File: config.mk
export PLATFORM = sky130hd
export DESIGN_NAME = avk_capacitance_meter
export DESIGN_NICKNAME = d
export VERILOG_FILES = /design/src/rtl/avk_capacitance_meter.sv
export SDC_FILE = /design/constraint.sdc
export NUM_CORES = 1
export LEC_CHECK = 0
export ABC_AREA = 1
export CAP_MARGIN = 10
export CORE_ASPECT_RATIO = 0.8
export CORE_MARGIN = 1
export CORE_UTILIZATION = 60
export DETAILED_ROUTE_END_ITERATION = 8
export PLACE_DENSITY_LB_ADDON = 0.3
export SETUP_SLACK_MARGIN = 0.5
export SYNTH_ARGS = -nofsm -noshare
export SYNTH_HDL_FRONTEND = slang
export SYNTH_SLANG_ARGS = --single-unit
File: constraint.sdc
create_clock -name clock -period 8.8 [get_ports clock]
set_input_delay 0.88 -clock clock [delete_from_list [all_inputs] [get_ports clock]]
set_output_delay 0.88 -clock clock [all_outputs]
set_load 0.01 [all_outputs]
File: src/rtl/avk_capacitance_meter.sv
// Sums 2**AVG_LOG2 reference-toggle-to-antibounce-fall cycle counts; result valid on the edge closing the last phase.
// Holds meas_valid/meas_data stable until meas_ready; reference edges are ignored while a result waits.
module avk_capacitance_meter #(
  parameter int unsigned      CNT_W    = 16,
  parameter logic [CNT_W-1:0] TIMEOUT  = 16'd40000,
  parameter int unsigned      AVG_LOG2 = 3
) (
  input  logic                      clock,
  input  logic                      reset,
  input  logic                      antibounce,
  input  logic                      reference,
  input  logic                      enable,
  output logic [CNT_W+AVG_LOG2-1:0] meas_data,
  output logic                      meas_timeout,
  output logic                      meas_valid,
  input  logic                      meas_ready,
  output logic                      busy
);

  localparam int unsigned ACC_W = CNT_W + AVG_LOG2;
  localparam int unsigned N_W   = (AVG_LOG2 > 0) ? AVG_LOG2 : 1;
  localparam logic [N_W-1:0] N_LAST = N_W'((1 << AVG_LOG2) - 1);

  typedef enum logic [1:0] {
    S_IDLE,
    S_WAIT_EDGE,
    S_MEASURE,
    S_OUTPUT
  } state_t;

  state_t             state, state_nxt;
  logic               ab_s1, ab_s, ref_s1, ref_s, ref_d;
  logic               ref_edge;
  logic [CNT_W-1:0]   cnt, cnt_nxt, cnt_inc, count;
  logic [ACC_W-1:0]   acc, acc_nxt, sum, data_nxt;
  logic [N_W-1:0]     n, n_nxt;
  logic               flag, flag_nxt, tmo_nxt;
  logic               close, hit;

  // Both front-end signals are asynchronous to clock.
  always_ff @(posedge clock) begin
    if (reset) begin
      ab_s1  <= 1'b0;
      ab_s   <= 1'b0;
      ref_s1 <= 1'b0;
      ref_s  <= 1'b0;
      ref_d  <= 1'b0;
    end else begin
      ab_s1  <= antibounce;
      ab_s   <= ab_s1;
      ref_s1 <= reference;
      ref_s  <= ref_s1;
      ref_d  <= ref_s;
    end
  end

  assign ref_edge = ref_s ^ ref_d;

  always_ff @(posedge clock) begin
    if (reset) begin
      state        <= S_IDLE;
      cnt          <= '0;
      acc          <= '0;
      n            <= '0;
      flag         <= 1'b0;
      meas_data    <= '0;
      meas_timeout <= 1'b0;
    end else begin
      state        <= state_nxt;
      cnt          <= cnt_nxt;
      acc          <= acc_nxt;
      n            <= n_nxt;
      flag         <= flag_nxt;
      meas_data    <= data_nxt;
      meas_timeout <= tmo_nxt;
    end
  end

  always_comb begin
    state_nxt  = state;
    cnt_nxt    = cnt;
    acc_nxt    = acc;
    n_nxt      = n;
    flag_nxt   = flag;
    data_nxt   = meas_data;
    tmo_nxt    = meas_timeout;
    cnt_inc    = cnt + CNT_W'(1);
    count      = '0;
    sum        = '0;
    close      = 1'b0;
    hit        = 1'b0;
    meas_valid = 1'b0;
    busy       = (state != S_IDLE);

    case (state)
      S_IDLE: begin
        cnt_nxt  = '0;
        acc_nxt  = '0;
        n_nxt    = '0;
        flag_nxt = 1'b0;
        if (enable) state_nxt = S_WAIT_EDGE;
      end
      S_WAIT_EDGE: begin
        if (!enable) begin
          state_nxt = S_IDLE;
          acc_nxt   = '0;
          n_nxt     = '0;
          flag_nxt  = 1'b0;
        end else if (ref_edge) begin
          cnt_nxt   = '0;
          state_nxt = S_MEASURE;
        end
      end
      S_MEASURE: begin
        if (!enable) begin
          state_nxt = S_IDLE;
          cnt_nxt   = '0;
          acc_nxt   = '0;
          n_nxt     = '0;
          flag_nxt  = 1'b0;
        end else if (ref_edge) begin
          // Early toggle: close this phase and start the next one right here.
          close   = 1'b1;
          count   = cnt;
          hit     = 1'b1;
          cnt_nxt = '0;
        end else if (!ab_s) begin
          close     = 1'b1;
          count     = cnt;
          state_nxt = S_WAIT_EDGE;
        end else if (cnt_inc == TIMEOUT) begin
          close     = 1'b1;
          count     = TIMEOUT;
          hit       = 1'b1;
          cnt_nxt   = cnt_inc;
          state_nxt = S_WAIT_EDGE;
        end else begin
          cnt_nxt = cnt_inc;
        end
      end
      S_OUTPUT: begin
        meas_valid = 1'b1;
        if (meas_ready) begin
          acc_nxt   = '0;
          n_nxt     = '0;
          flag_nxt  = 1'b0;
          state_nxt = enable ? S_WAIT_EDGE : S_IDLE;
        end
      end
      default: state_nxt = S_IDLE;
    endcase

    if (close) begin
      sum      = acc + ACC_W'(count);
      acc_nxt  = sum;
      n_nxt    = n + N_W'(1);
      flag_nxt = flag | hit;
      if (n == N_LAST) begin
        data_nxt  = sum;
        tmo_nxt   = flag | hit;
        state_nxt = S_OUTPUT;
      end
    end
  end

endmodule
Fig. 1: cells by drive strength
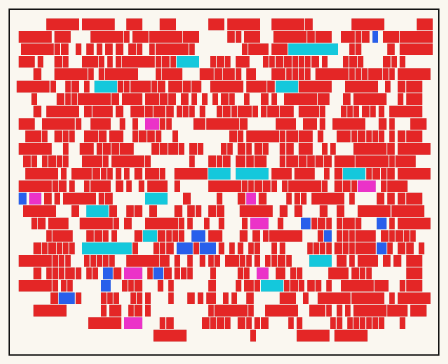
[_2 cells] blue | cells: 13 | share: 2.1%
[_3 and _4 cells] magenta | cells: 8 | share: 1.3%
[_6 and larger] cyan | cells: 13 | share: 2.1%
[_0 and _1 cells] red | cells: 582 | share: 94%
final critical-path setup slack: 4.65 ns
final instance area: 4480 sq um
Syn-to-layout area delta: 11.4%
number of buffers outside the clock class in the layout: 28

Fig. 2: wires at chosen ports, followed through buffers
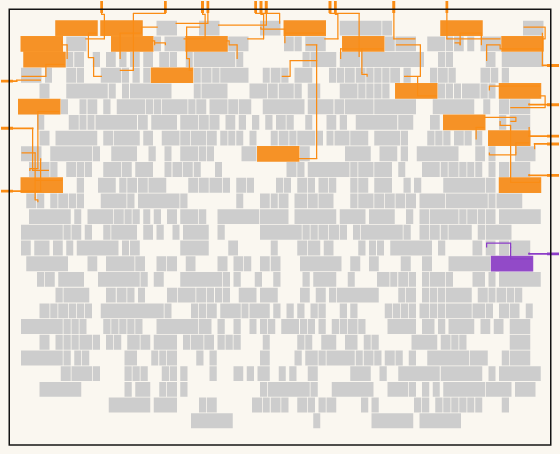
[meas_timeout] purple | direction: output | end cells: 1 | buffers: 1 | wire: 14.8 microns
[meas_data] orange | direction: output | end cells: 19 | buffers: 19 | wire: 414 microns
number of top-level pins: 28
count of buffers inserted at the top-level ports: 27

Fig. 3: signal metal coverage by tile
Scale bar: 20 microns. 19 x 15 tiles, from dark purple (low) to yellow (high), scaled to the fullest tile. Values are wire area over tile area, all layers added.
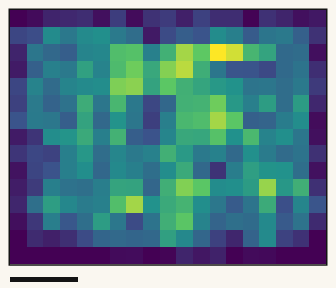
emptiest ninth of the die: lower left
fullest tile: 0.58
tiles over half the peak: 26%
mean over tiles: 0.22
total routing resource utilization after global routing: 0.289
routed via count: 3898

==> out/metrics.cfg <==
[run_status]
outcome=finished clean

[finish]
sequential_cell_area_sq_um=1320
reg_top3=acc: 19 flops, meas_data: 19 flops, cnt: 16 flops
finish.net_count=643
final_cell_count_no_fill=700
num_antenna_cells=0
layout_top_cell_excl_fill_tap=nand2_1
fill_cells=548
post_route_cells_drive_above_1_share=0.0552
layout.area.comb_sq_um=2340
lay_top_cells=nand2_1, a21oi_1, dfxtp_1

[pwr]
total_leakage_power_nw=1.92
power.density_nw_per_um2=136
max_vdd_drop_mv=0.123
finalPower_w=0.000611

[clock_tree]
clk_latency_ns=0.35
clk_path_buf_depth=2
cts_num_sinks=66
clockRootBuffer=clkbuf_8
htree_num_levels=3
count_of_instances_resized_after_the_clock_tree_is_built=0
postCtsHoldBufs=0
tritoncts=yes
clk_pin_slew_worst_paths_ns=0.08
cts_buffers=9
post-cts-setup-buffer-count=0

[yosys]
ys_seq_elements=66
seq_area_frac_synth=0.329
syn_nets=623
synth_area_per_cell_sq_um=6.80
ys_cells=591
synth_async_sr_flop_share=0
synth.lib_cells_used.distinct=40
yosysWarnings=0
gate_count_post_synth=591
enable_flop_cells=0
syn_area_sq_um=4020
synth-area-yosys_sq_um=4020
synthFlopType=dfxtp_1

[global_route]
global_routing_met3_resource_utilization=0.0737
global_route.peak_usage_layer=met2
first_global_vias=3344
number_of_antenna_violations_at_the_first_check_in_global_routing=0
maximum_number_of_pins_on_one_net_before_global_route_repair=62
use_met2=0.462
grt_overflow=0
global_route_wire_length_before_repair_mm=15.7

[sta]
hold_ws_ns=0.408
timing.slew.headroom=0.568
clock_skew_ns=0.00825
finalSetupViolations=0
finalHoldViolations=0
period_needed_ns=4.15
timing.final.crit_share=0.472
rsz_0062_raised_after_global_routing=false
timing.fmax_ghz=0.241
post_route_setup_tns_ns=0
drv_slew=0
worst_slew_pin_slew_ns=0.649

[drt]
highest-signal-layer=met4
routed-wl-met2_mm=4.24
initialDrtViolationCount=260
met1Wirelength_mm=4.61
routed_wirelength_mm=9.54
drt.antenna.violating_nets=0
drc=0
vias_per_cell=5.57
dr_wl_met3_microns=539
drtPass1Iterations=5

[placed_design]
place.detailed.instances=684
gp_congestion=0.929
post_dp_cell_area_sq_um=4260
place.detailed.hpwl_mm=6.83
pre_cts_slack_ns=4.41

[worst_setup_path]
buffer_and_inverter_count_on_the_worst_path=4
critPathKind=input pin to register
worst_ep_arrival_time_ns=4.43
library_cell_appearing_most_often_on_the_critical_path=inv_1
worst_setup_path_end_kind=register
critPathMaxStageDelay_ns=0.55
crit_path_start_kind=input pin
worst-endpoint-required_ns=9.07
timing.critical_path.depth=15
worst_path_dominant_cell_family=AND-OR/OR-AND gates
cp_slowest_cell=clkdlybuf4s50_1
crit_path_cell_trace=clkdlybuf4s50_1, nand2_1, inv_1, nand3_1, inv_1, ha_1, inv_1, fa_1, o21ai_0, a21boi_0, o21ai_0, a31oi_1, xnor2_1, nand2_1, a21oi_1
maximum_net_fanout_on_the_critical_path=15
timing.reg2reg.worst_path_depth=15

[hold_path]
hold_depth=2
hold_path_class=register to register

[job]
max_cap_violations=0
stage_log_warnings=31

[floorplanning]
core_sq_um=6440
floorplan.initialDensity=0.624
die_height_microns=75.2
fp.dieW_microns=93.5
die_area_sq_um=7040

Fig. 4: routing congestion map
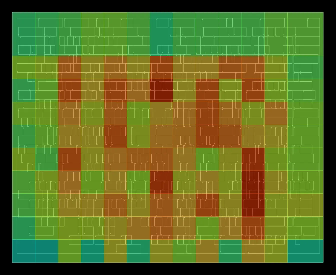
Avg WL per Cell: 13.6 microns
global-route track usage on met1: 0.395

Fig. 5: cell classes on the final placement
Scale bar: 20 microns.
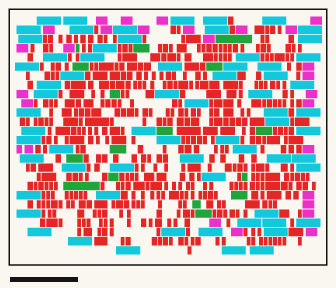
[remaining buffers and delay cells] magenta | cells: 28
[clock drivers and dummy loads] green | cells: 16
[combinational and other logic] red | cells: 506
[sequential cells] cyan | cells: 66
core occupancy in the finished layout: 0.696
site row count: 26
proportion of cell area occupied by registers: 0.295

-- cells by family after synthesis --
group / after synthesis / synth area share
AOI/OAI and AO/OA: 118 / 0.157
buffers and inverters: 79 / 0.0902
DFF: 66 / 0.329
and+or+nand+nor: 282 / 0.298
xor gates and xnor gates: 20 / 0.0436
adders and majority gates: 26 / 0.0828
-- cells in the mapped netlist (3+ instances only) --
master      n  area (sq um)
xor2_1     12           105
o21ai_0    22           110
nand2_2     4          25.0
dfxtp_1    66          1320
clkbuf_1   10          37.5
ha_1       25           313
nor2_1     54           203
a21oi_1    79           395
inv_1      57           214
buf_6       8          90.1
nand4_1     5          31.3
nand3_1    33           165
nand2_1   173           649
a21o_1      3          22.5
nor2_4      3          33.8
xnor2_1     8          70.1
-- where the power goes --
part / switching (W) / internal (W) / leakage [nW] / total (W)
clock: 0.000125 / 0.000161 / 0.107 / 0.000286
sequential: 0.000000939 / 0.000300 / 0.533 / 0.000301
combinational: 0.0000177 / 0.00000669 / 1.28 / 0.0000244
-- cell type report --
type                    count  share of cell area
clock buffers              10              0.0285
well taps                  84              0.0235
repair buffers             28              0.0609
inverters                  60              0.0508
multi-input cells         446               0.521
clock inverters             6              0.0201
flip-flops and latches     66               0.295
-- final timing paths --
| check | end | slack (ns) | from |
|---|---|---|---|
| worst min register to register | ab_s$_SDFF_PP0_ | 0.41 | ab_s1$_SDFF_PP0_ |
| worst min-delay path | ab_s$_SDFF_PP0_ | 0.41 | ab_s1$_SDFF_PP0_ |
| worst max register to register | meas_data[10]$_SDFFE_PP0P_ | 5.02 | state[1]$_SDFF_PP0_ |
| worst max-delay path | meas_data[10]$_SDFFE_PP0P_ | 4.65 | enable |
Power is estimated from default activity; no workload was simulated.
